===== config.mk =====
export PLATFORM = sky130hd
export DESIGN_NAME = irq_controller
export DESIGN_NICKNAME = d
export VERILOG_FILES = /design/src/rtl/irq_pkg.sv /design/src/rtl/irq_prio_enc.sv /design/src/rtl/irq_controller.sv
export SDC_FILE = /design/constraint.sdc
export NUM_CORES = 1
export LEC_CHECK = 0
export ABC_AREA = 1
export CORE_MARGIN = 1
export CORE_UTILIZATION = 34
export CTS_BUF_LIST = sky130_fd_sc_hd__clkbuf_4 sky130_fd_sc_hd__clkbuf_8 sky130_fd_sc_hd__clkbuf_16
export DETAILED_ROUTE_END_ITERATION = 10
export PLACE_DENSITY = 0.75
export SLEW_MARGIN = 20
export SYNTH_ARGS = -nofsm -noshare
export SYNTH_HDL_FRONTEND = slang
export SYNTH_HIERARCHICAL = 1
export SYNTH_SLANG_ARGS = --single-unit

===== constraint.sdc =====
create_clock -name clk_i -period 1.2 [get_ports clk_i]
set_clock_uncertainty 0.15 [all_clocks]
set_input_delay 0.24 -clock clk_i [delete_from_list [all_inputs] [get_ports clk_i]]
set_output_delay 0.24 -clock clk_i [all_outputs]
set_load 0.01 [all_outputs]

===== src/rtl/irq_pkg.sv =====
// Shared types for the interrupt source controller.
package irq_pkg;
  localparam int N_IRQ_DEF  = 4;
  localparam int DATA_W_DEF = 8;

  typedef logic [$clog2(N_IRQ_DEF)-1:0] irq_id_t;

  typedef enum logic {IDLE, REQ} irq_state_e;
endpackage


===== src/rtl/irq_prio_enc.sv =====
// Combinational priority encoder: the highest set index wins.
module irq_prio_enc #(
  parameter int N = 4,
  localparam int W = $clog2(N)
) (
  input  logic [N-1:0] vec,
  output logic         valid,
  output logic [W-1:0] index
);
  always_comb begin
    valid = 1'b0;
    index = '0;
    // Ascending scan, so the last hit (highest index) sticks.
    for (int k = 0; k < N; k++) begin
      if (vec[k]) begin
        valid = 1'b1;
        index = W'(k);
      end
    end
  end
endmodule


===== src/rtl/irq_controller.sv =====
// Edge-latched interrupt source with fixed-priority req/ack grant.
// Optional ack timeout is enabled by defining IRQ_TIMEOUT_EN.
module irq_controller
  import irq_pkg::*;
#(
  parameter int N_IRQ          = N_IRQ_DEF,
  parameter int DATA_W         = DATA_W_DEF,
  parameter int TIMEOUT_CYCLES = 16,
  localparam int ID_W          = $clog2(N_IRQ)
) (
  input  logic                    clk_i,
  input  logic                    rst_ni,
  input  logic [N_IRQ-1:0]        irq_i,
  input  logic [N_IRQ*DATA_W-1:0] data_i,
  input  logic [N_IRQ-1:0]        mask_i,
  output logic                    req_o,
  output logic [ID_W-1:0]         id_o,
  output logic [DATA_W-1:0]       data_o,
  input  logic                    ack_i,
  output logic [N_IRQ-1:0]        pending_o,
  output logic                    timeout_o
);
  logic [N_IRQ-1:0]             irq_q, pending, rise, clr, cand;
  logic [N_IRQ-1:0][DATA_W-1:0] data_arr;
  logic                         win_vld, tmo_hit;
  logic [ID_W-1:0]              win_id;
  irq_state_e                   state;

  assign data_arr  = data_i;
  assign rise      = irq_i & ~irq_q;
  assign cand      = pending & ~mask_i;
  assign pending_o = pending;

  irq_prio_enc #(.N(N_IRQ)) u_enc (
    .vec  (cand),
    .valid(win_vld),
    .index(win_id)
  );

  always_comb begin
    clr = '0;
    if (state == REQ && ack_i) clr[id_o] = 1'b1;
  end

`ifdef IRQ_TIMEOUT_EN
  localparam int CNT_W = $clog2(TIMEOUT_CYCLES + 1);
  logic [CNT_W-1:0] cnt;

  // Fires on the last of TIMEOUT_CYCLES unacked REQ cycles; ack wins.
  assign tmo_hit = (cnt == CNT_W'(TIMEOUT_CYCLES - 1));

  always_ff @(posedge clk_i) begin
    if (!rst_ni) begin
      cnt       <= '0;
      timeout_o <= 1'b0;
    end else begin
      timeout_o <= 1'b0;
      if (state == REQ && !ack_i) begin
        if (tmo_hit) begin
          cnt       <= '0;
          timeout_o <= 1'b1;
        end else begin
          cnt <= cnt + 1'b1;
        end
      end else begin
        cnt <= '0;
      end
    end
  end
`else
  assign tmo_hit   = 1'b0;
  assign timeout_o = 1'b0;
`endif

  always_ff @(posedge clk_i) begin
    if (!rst_ni) begin
      irq_q   <= '0;
      pending <= '0;
      state   <= IDLE;
      req_o   <= 1'b0;
      id_o    <= '0;
      data_o  <= '0;
    end else begin
      irq_q   <= irq_i;
      pending <= (pending & ~clr) | rise;  // set wins over clear
      case (state)
        IDLE: if (win_vld) begin
          id_o   <= win_id;
          data_o <= data_arr[win_id];
          req_o  <= 1'b1;
          state  <= REQ;
        end
        REQ: if (ack_i || tmo_hit) begin
          req_o <= 1'b0;
          state <= IDLE;
        end
        default: state <= IDLE;
      endcase
    end
  end
endmodule

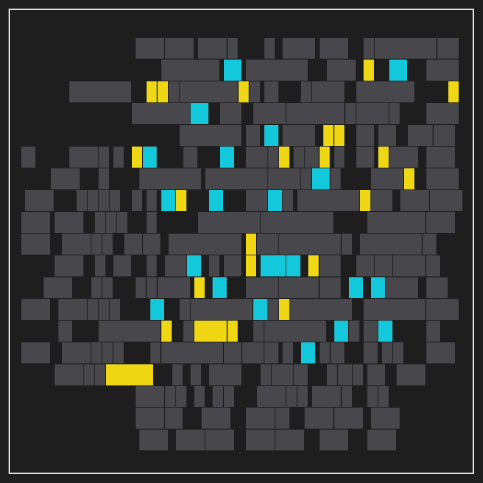
Figure 1: selected gate families.
Scale: 8 px per um.
legend:
  cyan:
    family: inverting AOI/OAI gates
    cells: 21
    most_used: a21oi_1
  yellow:
    family: inverters
    cells: 23
    most_used: inv_1

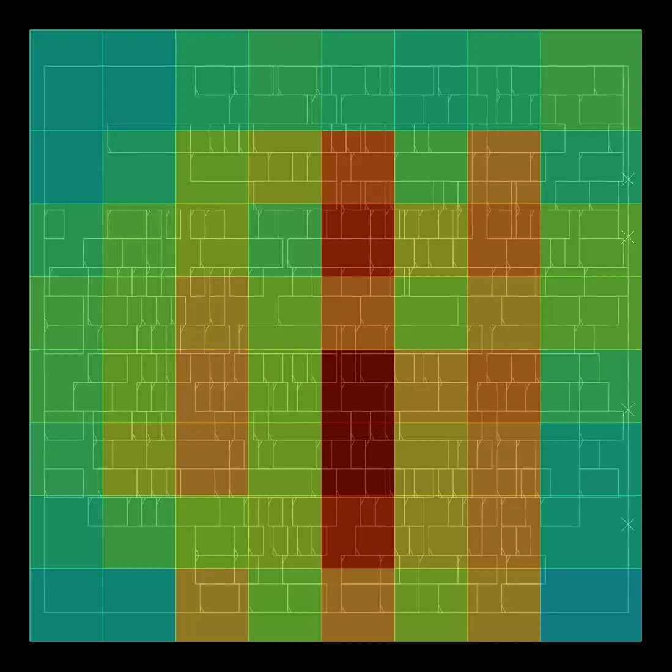
Figure 2: routing congestion map.
GR peak layer: met2
GR Util All Layers: 17.50%
M1 GR Usage: 21.58%
GR Util met2: 30.21%
wire per inst: 11.38 um

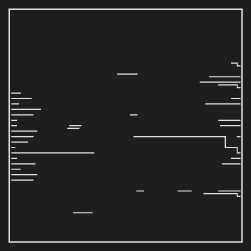
Figure 3: signal wires on met3.
Scale: 4 px per um.
longest straight run: 22.8 um
wire length on this layer: 201 um
nets with wire on the layer: 35
main direction: horizontal
share of all routed wire: 6.5%

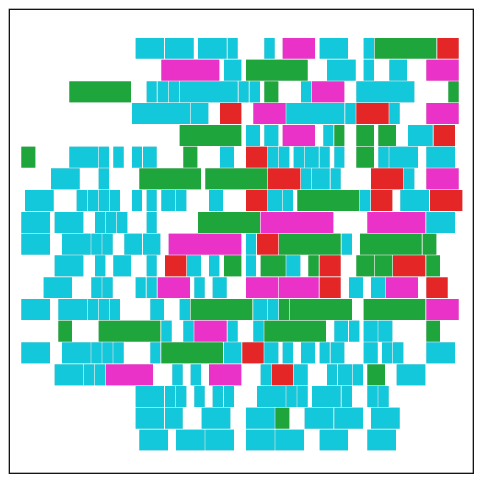
Figure 4: drive-strength map.
Scale: 8 px per um.
legend:
  red:
    size: drive 3 to 4
    cells: 18
    share: 7.5%
  cyan:
    size: drive 1 or less
    cells: 166
    share: 69%
  green:
    size: drive 2
    cells: 36
    share: 15%
  magenta:
    size: drive 6 and up
    cells: 19
    share: 7.9%

==> reports/results.tsv <==
metric	value	unit
ys_cells	165	
dominant_cells	non-clock buffers	
r2r_setup_slack	-290	ps
grt_pass1_wl	4.657	mm
nMultiInputCombCells	116	
p_leak	0.9022	nW
clockNetworkAreaShare	1.900	%
ff_count	20	
mux_share	0	%
async_reset_ff_share	0	%
antenna_found_initial	0	
synthTopLogicFamily	simple AND/OR/NAND/NOR gates	
cap_viol_max_count	0	
ys_warn_count	6	
cts.sinks	20	
vias_per_cell	4.700	
nFillCells	258	
critPathMaxFanout	6	
drive_above_1_share	30.54	%
ys_seq_share	37.78	%
num_antenna_cells	0	
critPathMostFrequentCell	nor2_4	
power_frac_seq	39.1	%
dp_cells	259	
postCtsSetupBuffers	2	
nonClkBufAreaFrac	39.78	%
slowest_stage	clkdlybuf4s50_1	
cp-end-kind	register	
clkTransAtPathRegs	100	ps
dp_hpwl	2.092	mm
hold_path.class	reg -> reg	
holdWs	273.0	ps
cp_slowest_stage_delay	450	ps
warnings	29	
fin_tns_setup	-2861	ps
vias	1269	
fp.dieArea	3344	um2
n_all_inverters	23	
pg_seq	0.000814	W
synthTopCellsByCount	nand2_1 (61), inv_1 (21), dfxtp_1 (20)	
comb_share	28.70	%
hold_path_startpoint	irq_q[3]$_SDFF_PN0_	
setup_ws	-294.1	ps
met1_length	1.362	mm
drc	4	
ys_sh_simple	36.36	%
p_sw_share	31.92	%
wl	3.073	mm
max_freq	669.3	MHz
p_int	0.001418	W
setup_viol	15	
clkPwrFrac	19.1	%
yosysMostFrequentCell	nand2_1	
status	complete, but fails checks	
final_cells	270	
hold_depth	1	
synthDistinctLibCells	18	
crit_chain	clkdlybuf4s50_1 -> nor2_4 -> nor2_2 -> nand2_2 -> inv_2 -> nor2_4 -> buf_4 -> nand4_1 -> nand2_1 -> nor2_1	
cts_buffer_depth	2	
violations	DRC, setup timing	
top_register	data_o	
largest_reg_flops	8	
buffers	76	
die_h	57.83	um
coreArea	2853	um2
flop_cell	dfxtp_1	
crit_end	data_o[4]$_SDFFE_PN0P_	
cp.required	1260	ps
pwr-share-comb	41.8	%
cts_root_buffer	clkbuf_4	
grt_pass1_vias	1153	
use_met3	3.571	%
min_period_over_period	124.5	%
Power figures rest on the tool's default switching activity, not on a simulated workload.
